==> src/rtl/keypad_pkg.sv <==
// Shared types and widths for the keypad debouncer.
package keypad_pkg;

  localparam int KEY_W                   = 4;
  localparam int KEY_CODE_W              = 2;
  localparam int DEFAULT_DEBOUNCE_CYCLES = 500000;

  typedef enum logic [1:0] {
    IDLE     = 2'd0,
    DB_PRESS = 2'd1,
    HELD     = 2'd2,
    DB_REL   = 2'd3
  } state_e;

endpackage

==> src/rtl/keypad_debounce_sync2.sv <==
// Per-bit two-flop synchronizer for asynchronous button levels.
module sync2 #(
  parameter int W = 4
) (
  input  logic         clk,
  input  logic         reset,
  input  logic [W-1:0] d,
  output logic [W-1:0] q
);

  logic [W-1:0] meta;

  always_ff @(posedge clk or posedge reset) begin
    if (reset) begin
      meta <= '0;
      q    <= '0;
    end else begin
      meta <= d;
      q    <= meta;
    end
  end

endmodule

==> src/rtl/keypad_debounce.sv <==
// Four-button debouncer: accepts a single one-hot key after a stable window,
// emits a press strobe with the key index, and debounces the release too.
module keypad_debounce
  import keypad_pkg::*;
#(
  parameter int DEBOUNCE_CYCLES = DEFAULT_DEBOUNCE_CYCLES,
  parameter int CNT_W           = $clog2(DEBOUNCE_CYCLES)
) (
  input  logic                  clk,
  input  logic                  reset,
  input  logic [KEY_W-1:0]      key_raw,
  output logic [KEY_W-1:0]      key_out,
  output logic                  key_valid,
  output logic [KEY_CODE_W-1:0] key_code,
  output state_e                state_dbg
);

  localparam logic [CNT_W-1:0] CNT_LAST = CNT_W'(DEBOUNCE_CYCLES - 1);

  state_e            state;
  logic [CNT_W-1:0]  cnt;
  logic [KEY_W-1:0]  cand;
  logic [KEY_W-1:0]  key_sync;

  function automatic logic is_onehot(input logic [KEY_W-1:0] v);
    return (v != '0) && ((v & (v - KEY_W'(1))) == '0);
  endfunction

  function automatic logic [KEY_CODE_W-1:0] encode(input logic [KEY_W-1:0] v);
    logic [KEY_CODE_W-1:0] code;
    code = '0;
    for (int i = 0; i < KEY_W; i++)
      if (v[i]) code = KEY_CODE_W'(i);
    return code;
  endfunction

  sync2 #(.W(KEY_W)) u_sync (
    .clk   (clk),
    .reset (reset),
    .d     (key_raw),
    .q     (key_sync)
  );

  assign state_dbg = state;

  always_ff @(posedge clk or posedge reset) begin
    if (reset) begin
      state     <= IDLE;
      cnt       <= '0;
      cand      <= '0;
      key_out   <= '0;
      key_code  <= '0;
      key_valid <= 1'b0;
    end else begin
      key_valid <= 1'b0;
      case (state)
        IDLE: begin
          // Zero or multi-hot input never starts a debounce.
          if (is_onehot(key_sync)) begin
            cand  <= key_sync;
            cnt   <= '0;
            state <= DB_PRESS;
          end
        end
        DB_PRESS: begin
          if (key_sync != cand) begin
            cnt   <= '0;
            state <= IDLE;
          end else if (cnt == CNT_LAST) begin
            cnt       <= '0;
            key_out   <= cand;
            key_code  <= encode(cand);
            key_valid <= 1'b1;
            state     <= HELD;
          end else begin
            cnt <= cnt + CNT_W'(1);
          end
        end
        HELD: begin
          if (key_sync != cand) begin
            cnt   <= '0;
            state <= DB_REL;
          end
        end
        DB_REL: begin
          // A glitch that returns to the held key resumes HELD silently.
          if (key_sync == cand) begin
            cnt   <= '0;
            state <= HELD;
          end else if (cnt == CNT_LAST) begin
            cnt     <= '0;
            key_out <= '0;
            state   <= IDLE;
          end else begin
            cnt <= cnt + CNT_W'(1);
          end
        end
        default: state <= IDLE;
      endcase
    end
  end

endmodule

==> config.mk <==
export PLATFORM = sky130hd
export DESIGN_NAME = keypad_debounce
export DESIGN_NICKNAME = d
export VERILOG_FILES = /design/src/rtl/keypad_pkg.sv /design/src/rtl/keypad_debounce_sync2.sv /design/src/rtl/keypad_debounce.sv
export SDC_FILE = /design/constraint.sdc
export NUM_CORES = 1
export LEC_CHECK = 0
export ABC_CLOCK_PERIOD_IN_PS = 2870
export CORE_ASPECT_RATIO = 2
export CORE_MARGIN = 4
export CORE_UTILIZATION = 40
export CTS_CLUSTER_DIAMETER = 100
export DETAILED_ROUTE_END_ITERATION = 8
export DONT_BUFFER_PORTS = 1
export SYNTH_ARGS = -nofsm -noshare
export SYNTH_HDL_FRONTEND = slang
export SYNTH_SLANG_ARGS = --single-unit
export TNS_END_PERCENT = 10
==> constraint.sdc <==
create_clock -name clk -period 2.87 [get_ports clk]
set_clock_uncertainty 0.15 [all_clocks]
set_input_delay 0.287 -clock clk [delete_from_list [all_inputs] [get_ports clk]]
set_output_delay 0.287 -clock clk [all_outputs]
set_load 0.1 [all_outputs]
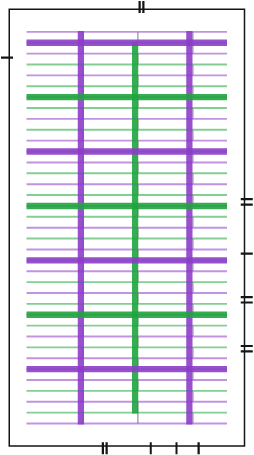
Figure 1: PDN straps and rails.
Scale: 4 px per um. Pins as bars on the die edge. Tap cells in gray.
net	color
VDD	green
VSS	purple
signal pins	15
tap cells	57
met1 rails	37
met4 straps	3

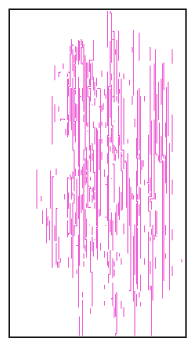
Figure 2: metal 2.
Scale: 3 px per um.
nets with wire on the layer	183
share of all routed wire	58%
longest straight run	59.2 um

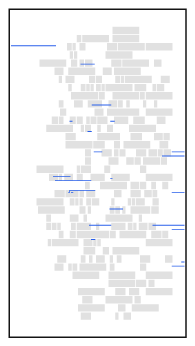
Figure 3: metal 3.
Scale: 3 px per um.
main direction	horizontal
longest straight run	14.7 um

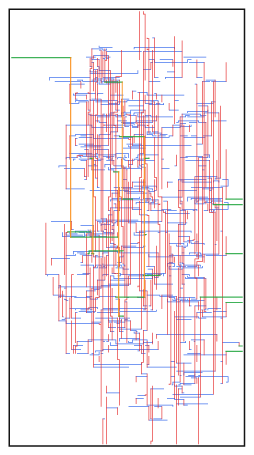
Figure 4: wiring by layer.
Scale: 4 px per um.
layer	color	wire length
M2	red	2690 um
M3	green	105 um
M1	blue	1690 um
M4	orange	174 um

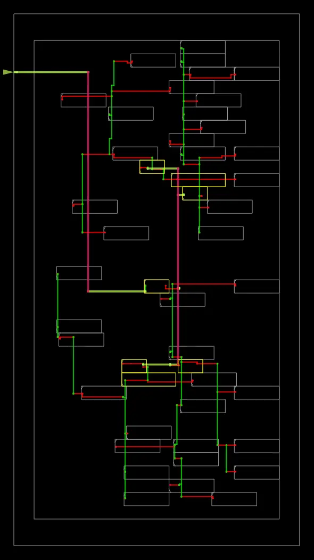
Figure 5: the clock network.
clock network power consumption: 0.538 mW
number of buffers created by CTS: 5

==> out/results.ini <==
[outcome]
status = complete, no violations

[synthesis]
ff_type = sky130_fd_sc_hd__dfrtp_1
synth-seq-area-share_pct = 49.2
ys_sh_mux_pct = 2.65
synth_async_sr_flop_share_pct = 100
synth-seq-cells = 40
fa_ha_area_share_pct = 0.615
ys_warn_count = 0
synthesis.nets = 206
xor_share_pct = 4.31
synth-area-yosys_um2 = 2030
yosys_cells = 199
synth-simple-area-share_pct = 24.9
post_synth_main_logic_family = simple AND/OR/NAND/NOR gates

[clock_network]
cts-hold-fix-buffers = 5
clk_transition_reported_paths_ps = 80
cts-htree-levels = 2
clk_root_buffer_cell = sky130_fd_sc_hd__clkbuf_8
cts_buffer_depth = 2
clk-insertion-delay-late_ps = 290
post_cts_resize_count = 0
post_cts_buffers = 0
clock_sinks = 40

[pwr]
power.density_nw_per_um2 = 669
power.ir.vdd_worst_v = 0.000484
power.static_leakage_nw = 0.926

[global_route]
grt_antenna_before_repair = 0
grt_start_max_net_pins = 24
track_usage_pct = 16.4

[cells_and_area]
flop_area_um2 = 1000
fillerInstances = 483
layout.nets = 216
multiInputGateArea_um2 = 966
area_delta_synth_final_pct = 13.1

[min_path]
min-delay-start = u_sync.meta[1]
hold_path.class = reg2reg

[place]
preCtsSetupSlack_ps = 535
place_inst = 254
gp_congestion = 0.831

[floorplanning]
floorplan.core_util_pct = 41.4
die_width_um = 58.4

[drt]
first_iter_violations = 62
detailroute.via_count = 1537
antenna_violating_nets_post_route = 0
vias_per_cell = 5.78
routed_wire_length_per_instance_um = 17.5
route.final.wire_length_um = 4660

[critical_path]
critPathLaunchType = register
critPathRequiredTime_ps = 2870
max_stage_delay_ps = 560
crit_path_start = cnt[9]
critical_path.max_fanout = 10
worstSetupPathType = reg2reg
worst_setup_path_end_kind = register
crit_slowest_cell = sky130_fd_sc_hd__or4_4
critPathArrivalTime_ps = 2360
r2r_start = cnt[9]
cp_cell_instances = or4_4, nor4_4, nand2_2, nand2_1, o22ai_1

[final_timing]
setup-violations-final = 0
final_worst_path_cycle_share_pct = 82.2
setup_ws_ps = 510
slew_viol_final = 0
grt_setup_unrepaired = no

[job]
tool_warnings = 26

## cell type report
class | count | share of cell area, %
sequential | 40 | 43.5
multi-input combinational | 142 | 42.0
timing repair buffer | 12 | 4.46
tap | 57 | 3.10
clock buffer | 5 | 2.99
clock inverter | 2 | 2.61
inverter | 8 | 1.31
## report_power, final
group / internal [mW] / switching [mW]
clock: 0.342 / 0.195
combinational: 0.131 / 0.198
sequential: 0.609 / 0.0645
## synth_stat cells (all sizes together) (2+ instances only)
cell type | n | area (um2)
a31oi | 2 | 12.5
nand3b | 2 | 15.0
or4 | 2 | 18.8
nand2 | 20 | 77.6
or4b | 2 | 20.0
nand3 | 12 | 72.6
xnor2 | 9 | 78.8
and3 | 4 | 25.0
nor4b | 3 | 26.3
o21ai | 10 | 50.1
nor4 | 4 | 40.0
a22o | 3 | 26.3
a221o | 6 | 60.1
nand2b | 5 | 31.3
nor3 | 3 | 15.0
nand4 | 9 | 56.3
nor2 | 10 | 37.5
mux2i | 2 | 20.0
and4 | 2 | 17.5
buf | 3 | 21.3
o22ai | 2 | 12.5
a21oi | 6 | 30.0
dfrtp | 40 | 1000
inv | 8 | 30.0
mux2 | 3 | 33.8
clkbuf | 6 | 22.5
a31o | 2 | 17.5
nor2b | 5 | 31.3
## worst max-delay path, delay by kind of cell, from the launching register on
family / cells / cell delay, ps
compound gates: 1 / 140
simple gates: 4 / 1450
flops: 1 / 480
## placed cells by master, fill, tap and decap left out, types with 4 or more instances in the layout
cell type                       instances
sky130_fd_sc_hd__dfrtp_1               40
sky130_fd_sc_hd__nand2_1               19
sky130_fd_sc_hd__nand3_1               11
sky130_fd_sc_hd__o21ai_0               10
sky130_fd_sc_hd__nor2_1                10
sky130_fd_sc_hd__xnor2_1                9
sky130_fd_sc_hd__nand4_1                9
sky130_fd_sc_hd__inv_1                  8
sky130_fd_sc_hd__buf_4                  7
sky130_fd_sc_hd__a21oi_1                6
sky130_fd_sc_hd__a221o_1                6
sky130_fd_sc_hd__nand2b_1               5
sky130_fd_sc_hd__nor2b_1                5
sky130_fd_sc_hd__clkbuf_8               5
sky130_fd_sc_hd__dlygate4sd3_1          5
sky130_fd_sc_hd__and3_1                 4
## sequential cells by signal, summed over array words and instances (netlist names), named ones only
signal and count:
cnt 19, cand 4, key_out 4, u_sync.meta 4, u_sync.q 4, key_code 2
key_valid 1, state_dbg 1
## per-layer routing
| metal | track usage [%] | part of all wire [%] | vias to the layer above |
|---|---|---|---|
| met2 | 31.4 | 58 | 26 |
| met4 | 9.29 | 3.7 | 0 |
| met3 | 2.49 | 2.2 | 12 |
| met1 | 15.9 | 36 | 751 |
| li1 | - | - | 748 |
| met5 | 0 | 0 | - |
## path summary, 6_finish.rpt
kind                                   to  cells after the start  slack, ps
min in group asynchronous          cnt[0]                      3        340
max reg2reg                       cnt[10]                      5        510
min reg2reg                   u_sync.q[1]                      0        190
max in group asynchronous  u_sync.meta[2]                      3       1990
max                               cnt[10]                      5        510
min                           u_sync.q[1]                      0        190
## through the flow
stage	util, %	instance area, um2	total power [mW]
finish	46.8	2300	1.54
detailed placement	43.2	2120	1.01
global placement	43.2	2120	1.01
global route	46.8	2300	1.61
CTS	46.8	2300	1.56
floorplan	-	2030	0.917
Power figures rest on the tool's default switching activity, not on a simulated workload.
